Fig. 1: run 1, sequential cells colored by netlist name
(6 px per µm)
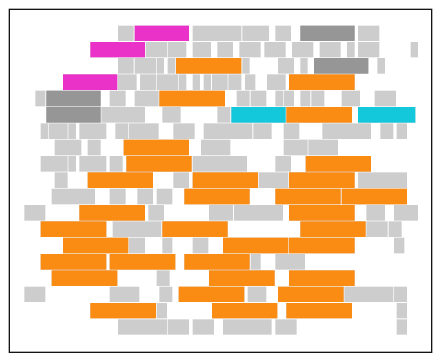
Fig. 2: run 1, clock network drawn from the DEF
(8 px per µm)
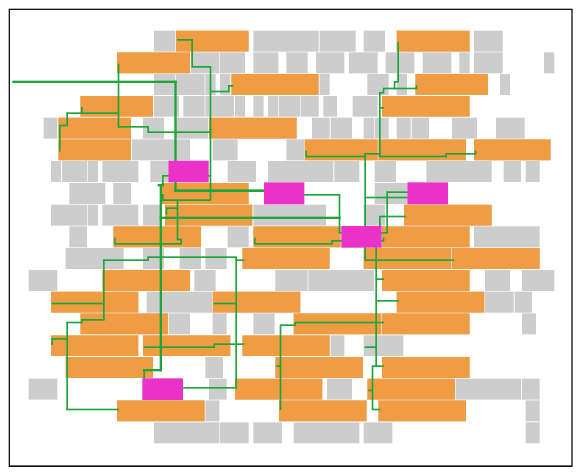
Fig. 3: run 1, track usage over the die
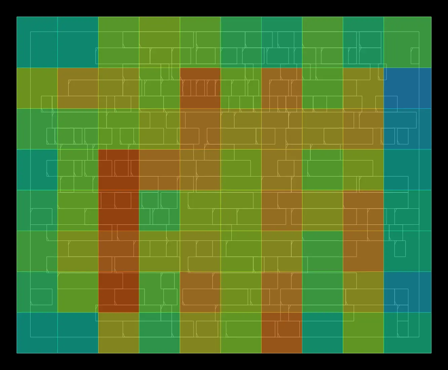
Fig. 4: run 1, PDN straps and rails
(6 px per µm) Pins as bars on the die edge.
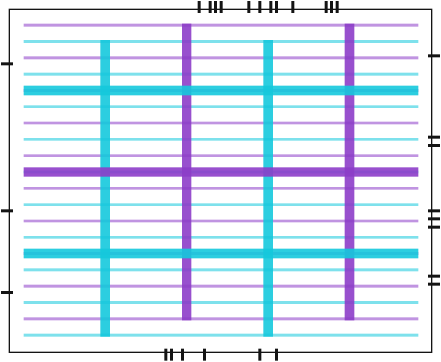
<file path="config.mk">
export PLATFORM = sky130hd
export DESIGN_NAME = param_data_fifo
export DESIGN_NICKNAME = d
export VERILOG_FILES = /design/src/rtl/data_fifo_pkg.sv /design/src/rtl/data_fifo_mem.sv /design/src/rtl/param_data_fifo.sv
export SDC_FILE = /design/constraint.sdc
export NUM_CORES = 1
export LEC_CHECK = 0
export CORE_ASPECT_RATIO = 0.8
export CORE_MARGIN = 2
export CORE_UTILIZATION = 49
export CTS_BUF_LIST = sky130_fd_sc_hd__clkbuf_4 sky130_fd_sc_hd__clkbuf_8
export CTS_CLUSTER_SIZE = 28
export DETAILED_ROUTE_END_ITERATION = 8
export PLACE_DENSITY_LB_ADDON = 0.15
export SLEW_MARGIN = 20
export SYNTH_ARGS = -nofsm -noshare
export SYNTH_HDL_FRONTEND = slang
export SYNTH_SLANG_ARGS = --single-unit
</file>
<file path="constraint.sdc">
create_clock -name clk -period 1.9 [get_ports clk]
set_input_delay 0.475 -clock clk [delete_from_list [all_inputs] [get_ports clk]]
set_output_delay 0.475 -clock clk [all_outputs]
set_load 0.01 [all_outputs]
</file>
<file path="src/rtl/data_fifo_pkg.sv">
// Shared types and helpers for the param_data_fifo slice.
// Occupancy status is a pure function of the count so that every user
// (RTL, checkers) derives EMPTY/PARTIAL/FULL the same way.
package data_fifo_pkg;

   typedef enum logic [1:0] {
      ST_EMPTY,
      ST_PARTIAL,
      ST_FULL
   } fifo_state_t;

   // Map an occupancy count onto the three-way status.
   function automatic fifo_state_t fifo_state_f(input int count, input int depth);
      if (count == 0) begin
         return ST_EMPTY;
      end
      if (count >= depth) begin
         return ST_FULL;
      end
      return ST_PARTIAL;
   endfunction

endpackage

</file>
<file path="src/rtl/data_fifo_mem.sv">
// DEPTH x DATA_W storage for param_data_fifo: one synchronous write port,
// one asynchronous (combinational) read port. Contents are never reset;
// the pointer logic in the top level decides which entries are meaningful.
module data_fifo_mem
   import data_fifo_pkg::*;
#(
   parameter int DATA_W = 8,
   parameter int DEPTH  = 4,
   localparam int AW    = $clog2(DEPTH)
) (
   input  logic              clk,
   input  logic              wr_en,
   input  logic [AW-1:0]     wr_addr,
   input  logic [DATA_W-1:0] wr_data,
   input  logic [AW-1:0]     rd_addr,
   output logic [DATA_W-1:0] rd_data
);

   logic [DATA_W-1:0] mem_q [DEPTH];

   // Store the incoming word at the write address when the write fires.
   always_ff @(posedge clk) begin
      if (wr_en) begin
         mem_q[wr_addr] <= wr_data;
      end
   end

   assign rd_data = mem_q[rd_addr];

endmodule

</file>
<file path="src/rtl/param_data_fifo.sv">
// Parametrised first-word-fall-through circular buffer.
// Holds the read/write pointers, the occupancy count, the sticky
// overflow/underflow flags and the optional head-word range match.
// Optional feature macro: DATA_FIFO_MATCH_EN (range comparator on the head
// word; when undefined, match is tied low and no comparator exists).
//
// Handshake: a transfer happens on a rising edge exactly when valid and ready
// are both high on that side; ready (wr_ready) and valid (rd_valid) depend
// only on registered occupancy, never on the partner's valid/ready, so
// there are no combinational loops through the buffer.
module param_data_fifo
   import data_fifo_pkg::*;
#(
   parameter int                DATA_W   = 8,
   parameter int                DEPTH    = 4,
   parameter logic [DATA_W-1:0] MATCH_LO = '0,
   parameter logic [DATA_W-1:0] MATCH_HI = DATA_W'(1),
   localparam int               AW       = $clog2(DEPTH)
) (
   input  logic              clk,
   input  logic              rst,
   input  logic              wr_valid,
   output logic              wr_ready,
   input  logic [DATA_W-1:0] wr_data,
   output logic              rd_valid,
   input  logic              rd_ready,
   output logic [DATA_W-1:0] rd_data,
   output logic [AW:0]       count,
   output logic              overflow,
   output logic              underflow,
   input  logic              clr_err,
   output logic              match
);

   // Configuration sanity checks, evaluated at elaboration only.
   if (DEPTH < 2 || (DEPTH & (DEPTH - 1)) != 0) begin : g_bad_depth
      $error("param_data_fifo: DEPTH must be a power of two and at least 2");
   end
   if (MATCH_LO > MATCH_HI) begin : g_bad_match_range
      $error("param_data_fifo: MATCH_LO must not exceed MATCH_HI");
   end

   logic [AW-1:0]     wr_ptr_q, wr_ptr_d;
   logic [AW-1:0]     rd_ptr_q, rd_ptr_d;
   logic [AW:0]       count_q, count_d;
   logic              overflow_q, overflow_d;
   logic              underflow_q, underflow_d;
   fifo_state_t       fifo_state;
   logic              wr_fire;
   logic              rd_fire;
   logic [DATA_W-1:0] mem_rd_data;

   assign fifo_state = fifo_state_f(32'(count_q), DEPTH);
   assign wr_ready   = (fifo_state != ST_FULL);
   assign rd_valid   = (fifo_state != ST_EMPTY);
   assign wr_fire    = wr_valid && wr_ready;
   assign rd_fire    = rd_valid && rd_ready;

   data_fifo_mem #(
      .DATA_W (DATA_W),
      .DEPTH  (DEPTH)
   ) u_mem (
      .clk     (clk),
      .wr_en   (wr_fire),
      .wr_addr (wr_ptr_q),
      .wr_data (wr_data),
      .rd_addr (rd_ptr_q),
      .rd_data (mem_rd_data)
   );

   // Stale storage must never leak out when the buffer is empty.
   assign rd_data = rd_valid ? mem_rd_data : '0;

   // Next pointers, count and sticky flags; a set event beats clr_err.
   always_comb begin
      wr_ptr_d    = wr_ptr_q;
      rd_ptr_d    = rd_ptr_q;
      count_d     = count_q;
      overflow_d  = overflow_q;
      underflow_d = underflow_q;

      if (wr_fire) begin
         wr_ptr_d = wr_ptr_q + 1'b1;
      end
      if (rd_fire) begin
         rd_ptr_d = rd_ptr_q + 1'b1;
      end

      case ({wr_fire, rd_fire})
         2'b10:   count_d = count_q + 1'b1;
         2'b01:   count_d = count_q - 1'b1;
         default: count_d = count_q;
      endcase

      if (clr_err) begin
         overflow_d  = 1'b0;
         underflow_d = 1'b0;
      end
      if (wr_valid && !wr_ready) begin
         overflow_d = 1'b1;
      end
      if (rd_ready && !rd_valid) begin
         underflow_d = 1'b1;
      end
   end

   // Control state register; reset empties the buffer immediately.
   always_ff @(posedge clk or posedge rst) begin
      if (rst) begin
         wr_ptr_q    <= '0;
         rd_ptr_q    <= '0;
         count_q     <= '0;
         overflow_q  <= 1'b0;
         underflow_q <= 1'b0;
      end else begin
         wr_ptr_q    <= wr_ptr_d;
         rd_ptr_q    <= rd_ptr_d;
         count_q     <= count_d;
         overflow_q  <= overflow_d;
         underflow_q <= underflow_d;
      end
   end

   assign count     = count_q;
   assign overflow  = overflow_q;
   assign underflow = underflow_q;

`ifdef DATA_FIFO_MATCH_EN
   assign match = rd_valid && (rd_data inside {[MATCH_LO:MATCH_HI]});
`else
   assign match = 1'b0;
`endif

endmodule
</file>
==> results_dict.tcl, run 1 <==
# implementation run metrics
set metrics [dict create \
    outcome "complete, but fails checks" \
    violations "negative setup slack" \
    grt_pass1_vias 1025 \
    required_ns 1.42 \
    avgViaCountPerCell 4.995 \
    start_kind "register" \
    post_drt_wl_per_cell_um 16.02 \
    antenna_found_initial 0 \
    pg_seq_uw 1290 \
    setup_viol 10 \
    slew_viol_final 0 \
    timing.final.ws_setup_ns -0.1821 \
    diodes 0 \
    synthToLayoutAreaGrowth_pct 32.90 \
    port_buffers 27 \
    cap_viol_max_count 0 \
    row_count 19 \
    yosysSeqAreaShare 0.6915 \
    num_vias 964 \
    powerClk_uw 598 \
    end_kind "output pin" \
    buffer_area_frac 0.1822 \
    synth-edff-count 32 \
    worstSkewPairLatency_ns 0.28 \
    dp_cells 183 \
    ant_nets 0 \
    internal-power_uw 2362 \
    p_clk_frac 0.177 \
    clkbuf_count 8 \
    yosys_warnings 0 \
    die_h_um 56.92 \
    hold_viol_final 0 \
    async_flop_share 0.2195 \
    fp_nets 120 \
    ir_worst_vdd_mv 0.8313 \
    ioPinCount 29 \
    ctsHoldBuffers 0 \
    cts_tree "done" \
    maxPowerGroup "combinational cells" \
    drc 0 \
    share_seq_of_total_power 0.380 \
    crit_type "reg2out" \
    drt_wl_total_um 3092 \
    synth_top_area_share 0.5602 \
    grtUsageTotal 0.1750 \
    drive_above_1_share 0.3510 \
]
-- Fig. 1 (at the start) --
cyan -> rd_ptr_q  # sequential cells 2
orange -> u_mem.mem_q  # sequential cells 32
magenta -> count  # sequential cells 3
not colored = 4

-- Fig. 2 (at the start) --
magenta -> cells driving clock nets  # count 5
green -> clock wires  # length 457 µm
orange -> flip-flops  # count 41
routed clock nets = 6

-- Fig. 3 (at the start) --
met3 track demand over resource: 0.05027
met2 Resource Use GR: 0.2939
Most Crowded Layer GR: met2

-- Fig. 4 (at the start) --
purple -> VDD
cyan -> VSS
signal pins = 29
met1 rails = 20
rows = 19
met5 straps = 3
met4 straps = 4

## run 1: kinds of logic after synthesis
logic type | Yosys count | share of synthesized area
compound gates | 3 | 0.009485
xor+xnor | 6 | 0.03063
buf+inv | 16 | 0.04303
other cells | 1 | 0.002186
fa+ha+maj | 6 | 0.04814
mux | 9 | 0.1109
flops | 41 | 0.6915
simple gates | 19 | 0.06419
## run 1: final timing paths
path,cells past startpoint,endpoint,slack [ns],from
worst max-delay path,4,rd_data[6],-0.18,rd_ptr_q[0]
worst min register to register,2,underflow,0.55,underflow
max in group asynchronous,2,rd_ptr_q[1],1.16,rst
worst min-delay path,2,underflow,0.45,rst
worst max register to register,9,count[2],-0.04,count[0]
min in group clk,2,underflow,0.55,underflow
## run 1: metal layers
metal	up-vias	wire length, µm
met5	-	0
met4	0	36
met3	5	80
met2	14	1634
met1	495	1341
li1	450	-
## run 1: layout by cell type (no fill, tap or decap), drive strengths merged
master         netlist  final
buf                  3     29
clkdlybuf4s50        0     16
mux4                 8      8
mux2i                1      1
xor2                 2      2
nor2                 1      1
or3                  1      1
dfrtp                9      9
nand3                1      1
ha                   5      5
dlymetal6s2s         0      1
o22ai                1      1
inv                 11     11
edfxtp              32     32
conb                 1      1
clkbuf               2      8
nand2                2      2
o21ai                2      2
dlygate4sd2          0      1
nor2b                1      1
xnor2                4      4
fa                   1      1
and2                13     13
## run 1: critical path, cell delays in order (launching register included)
cell and delay (ns):
dfrtp_1 0.36, buf_6 0.17, mux4_2 0.51, and2_4 0.15, buf_2 0.13
## run 1: state kept, by name, summed over array words and instances (netlist names)
register,count
u_mem.mem_q,32
count,3
rd_ptr_q,2
wr_ptr_q,2
overflow,1
underflow,1
==> run 1 -> run 2 <==
--- a/config.mk
+++ b/config.mk
@@ -5,6 +5,7 @@
 export SDC_FILE = /design/constraint.sdc
 export NUM_CORES = 1
 export LEC_CHECK = 0
+export ABC_CLOCK_PERIOD_IN_PS = 1900
 export CORE_ASPECT_RATIO = 0.8
 export CORE_MARGIN = 2
 export CORE_UTILIZATION = 49
Fig. 5: run 2, PDN straps and rails
(6 px per µm) Pins as bars on the die edge.
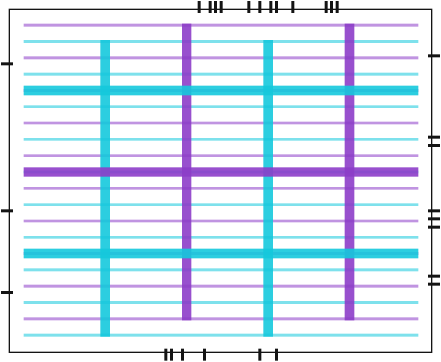
cyan -> VSS
purple -> VDD
rows = 19
met5 straps = 3
met1 rails = 20
met4 straps = 4

Fig. 6: run 2, clock network drawn from the DEF
(8 px per µm)
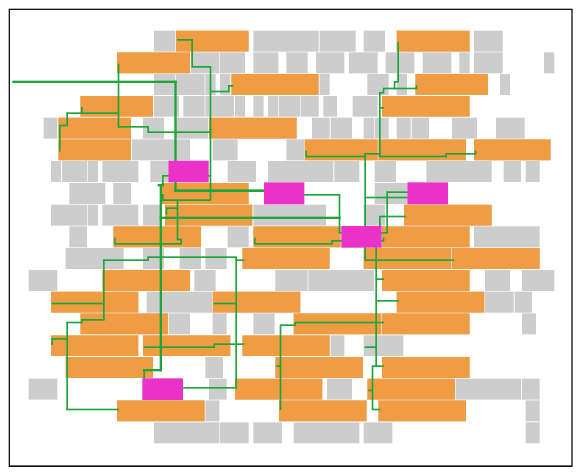
green -> clock wires  # length 457 µm
orange -> flip-flops  # count 41
magenta -> cells driving clock nets  # count 5
routed clock nets = 6

==> run 2 against run 1 <==
Net effect:
- the run still ends with negative setup slack left
- cell count stayed put
- hold slack unchanged
- sequential power is essentially flat
- combinational power about the same
- first-iteration DRC count unchanged
- clock skew stayed put
- critical path type unchanged
- critical endpoint unchanged
- highest routed layer unchanged
==> results_dict.tcl, run 2 <==
# implementation run metrics
set metrics [dict create \
    outcome "complete, but fails checks" \
    violations "negative setup slack" \
    reg2regPathDepth 9 \
    most-common-layout-cells "32 x edfxtp_1, 16 x clkdlybuf4s50_1, 16 x buf_4" \
    hold_viol_final 0 \
    crit_path_max_incr_delay_ns 0.51 \
    setup_viol 10 \
    worstSkewPairLatency_ns 0.28 \
    ir_worst_vdd_mv 0.8313 \
    synth_top_area_share 0.5602 \
    synth-edff-count 32 \
    slew_viol_final 0 \
    num_vias 964 \
    reg2reg_slack_ns -0.04 \
    ctsHoldBuffers 0 \
    share_seq_of_total_power 0.380 \
    required_ns 1.42 \
    drt_wl_total_um 3092 \
    row_count 19 \
    ioPinCount 29 \
    start_kind "register" \
    cap_viol_max_count 0 \
    synthToLayoutAreaGrowth_pct 32.90 \
    timing.final.ws_setup_ns -0.1821 \
    cts_tree "done" \
    end_kind "output pin" \
    avgViaCountPerCell 4.995 \
    ant_nets 0 \
    yosys_warnings 0 \
    use_met3 0.05027 \
    port_buffers 27 \
    wl_met3_um 80 \
    antenna_found_initial 0 \
    top_usage_layer "met2" \
]
## run 2: cell counts in the layout (fill, tap and decap cells not counted)
No cell type changed its count.
## run 2: cell type report
class	instances	area share
inverters	11	0.01921
repair buffers	47	0.1822
clock buffers	8	0.04281
multi-input cells	44	0.2119
well taps	42	0.02305
flip-flops and latches	41	0.5209
## run 2: how the worst max path moves through the flow
stage,from,end,slack [ns],depth (start not counted)
6_report,rd_ptr_q[0],rd_data[6],-0.18,4
3_5_place_dp,rd_ready,count[2],-0.31,8
3_3_place_gp,rd_ready,count[2],-0.23,8
4_1_cts,rd_ptr_q[0],rd_data[3],-0.19,4
5_1_grt,rd_ptr_q[0],rd_data[6],-0.25,4
2_1_floorplan,count[2],count[2],0.03,8
## run 2: power by group through the flow
stage          registers, µW  clock network (µW)  logic, µW
2_1_floorplan           1280                   0        786
3_3_place_gp            1290                   0       1510
3_5_place_dp            1310                   0       1550
4_1_cts                 1290                 607       1450
5_1_grt                 1300                 660       1640
6_report                1290                 598       1500
## run 2: kinds of logic (layout without fill, tap and decap cells)
kind of cell             Yosys count  count (layout)  share of synthesized area
AND/OR/NAND/NOR                   19              19                    0.06419
AND-OR/OR-AND                      3               3                   0.009485
flip-flops                        41              41                     0.6915
XOR/XNOR                           6               6                    0.03063
adder cells (fa/ha/maj)            6               6                    0.04814
other                              1               1                   0.002186
multiplexers                       9               9                     0.1109
buffers and inverters             16              66                    0.04303
## run 2: metrics by stage
stage,util,hold WS [ns]
floorplan,-,0.3029
global placement,0.6408,0.5209
detailed placement,0.6408,0.5473
CTS,0.6621,0.4694
global route,0.6706,0.5146
finish,0.6706,0.4541
## run 2: repair_timing
action                                  in CTS  in global routing
endpoints found under the setup margin      12                 11
pin swaps                                   12                  7
buffers inserted                             4                  0
resized                                     44                  7
gates cloned                                 0                  0
==> run 2 -> run 3 <==
--- a/config.mk
+++ b/config.mk
@@ -12,6 +12,7 @@
 export CTS_BUF_LIST = sky130_fd_sc_hd__clkbuf_4 sky130_fd_sc_hd__clkbuf_8
 export CTS_CLUSTER_SIZE = 28
 export DETAILED_ROUTE_END_ITERATION = 8
+export GPL_ROUTABILITY_DRIVEN = 1
 export PLACE_DENSITY_LB_ADDON = 0.15
 export SLEW_MARGIN = 20
 export SYNTH_ARGS = -nofsm -noshare
Fig. 7: run 3, PDN straps and rails
(6 px per µm) Pins as bars on the die edge.
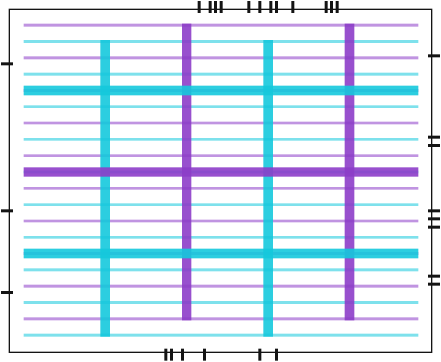
cyan -> VSS
purple -> VDD
met5 straps = 3
met4 straps = 4
rows = 19

Fig. 8: run 3, track usage over the die
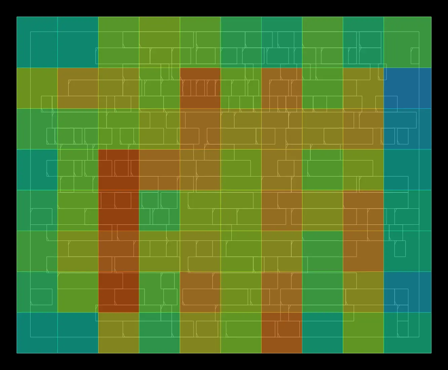
GR Util met1: 0.2269
total track usage: 0.1750

==> run 3 against run 2 <==
Net effect:
- the run still ends with negative setup slack left
- flip-flop count unchanged
- clock skew stayed put
- combinational power hardly changed
- worst setup slack did not move
- critical path depth stayed put
- final area unchanged
- die size unchanged
- count of clock-buffer cells in the layout unchanged
- sequential power is essentially flat
- clock power about the same
- critical endpoint unchanged
- largest cell class unchanged
- highest routed layer unchanged
==> results_dict.tcl, run 3 <==
# implementation run metrics
set metrics [dict create \
    die_h_um 56.92 \
    mostFrequentLayoutCell "edfxtp_1" \
    start_kind "register" \
    outcome "complete, but fails checks" \
    cap_viol_max_count 0 \
    reg2reg_slack_ns -0.04 \
    avgViaCountPerCell 4.995 \
    synthToLayoutAreaGrowth_pct 32.90 \
    diodes 0 \
    num_vias 964 \
    p_clk_frac 0.177 \
    r2r-end "count[2]" \
    worstSkewPairLatency_ns 0.28 \
    setup_viol 10 \
    hold-worst-slack_ns 0.4541 \
    required_ns 1.42 \
    top_register "u_mem.mem_q" \
    ctsHoldBuffers 0 \
    port_buffers 27 \
    synth-edff-count 32 \
    largest_register_ffs 32 \
    dp_cells 183 \
    worstPathCellList "buf_6, mux4_2, and2_4, buf_2" \
    top_layer "met4" \
    cts_tree "done" \
    timing.final.ws_setup_ns -0.1821 \
    violations "negative setup slack" \
    row_count 19 \
]
==> run 3: cell counts after synthesis <==
No cell type changed its count.
==> run 3: area by class of cell <==
| cell class | count | area [µm²] | area share |
|---|---|---|---|
| Sequential cell | 41 | 1187 | 0.5209 |
| Multi-Input combinational cell | 44 | 483.0 | 0.2119 |
| Timing Repair Buffer | 47 | 415.4 | 0.1822 |
| Clock buffer | 8 | 97.59 | 0.04281 |
| Tap cell | 42 | 52.55 | 0.02305 |
| Inverter | 11 | 43.79 | 0.01921 |
==> run 3: worst reg2reg max path, cell delays in order, from the launching register on <==
cell     delay (ns)
dfrtp_1        0.38
or3_4          0.41
buf_6          0.15
and2_4         0.15
ha_4           0.16
inv_4          0.05
fa_2           0.18
xor2_1         0.15
nor2_1         0.08
xnor2_1        0.13
==> run 3: what timing repair did <==
action                     in CTS  in global routing
buffers inserted                4                  0
setup endpoints to repair      12                 11
pin swaps                      12                  7
cloned                          0                  0
resized                        44                  7
==> run 3: cells by family after synthesis <==
family          synth area share
flops                     0.6915
simple gates             0.06419
buf+inv                  0.04303
mux                       0.1109
fa+ha+maj                0.04814
xor+xnor                 0.03063
compound gates          0.009485
other cells             0.002186
==> run 3: power by group through the flow <==
stage | logic, µW | clock network, µW | registers [µW]
final | 1500 | 598 | 1290
after global routing | 1640 | 660 | 1300
after CTS | 1450 | 607 | 1290
after detailed placement | 1550 | 0 | 1310
after global placement | 1510 | 0 | 1290
after floorplan | 786 | 0 | 1280
==> run 3: routing by layer <==
metal,GRT usage,up-vias
li1,-,450
met1,0.2269,495
met2,0.2939,14
met3,0.05027,5
met4,0.04945,0
met5,0,-
==> run 3: stage by stage <==
stage,instance area (µm²),util
final,2280,0.6706
after detailed placement,2178,0.6408
after global routing,2280,0.6706
after global placement,2178,0.6408
after CTS,2251,0.6621
after floorplan,1715,-
No activity file was given, so power comes from the tool's default toggle rates.
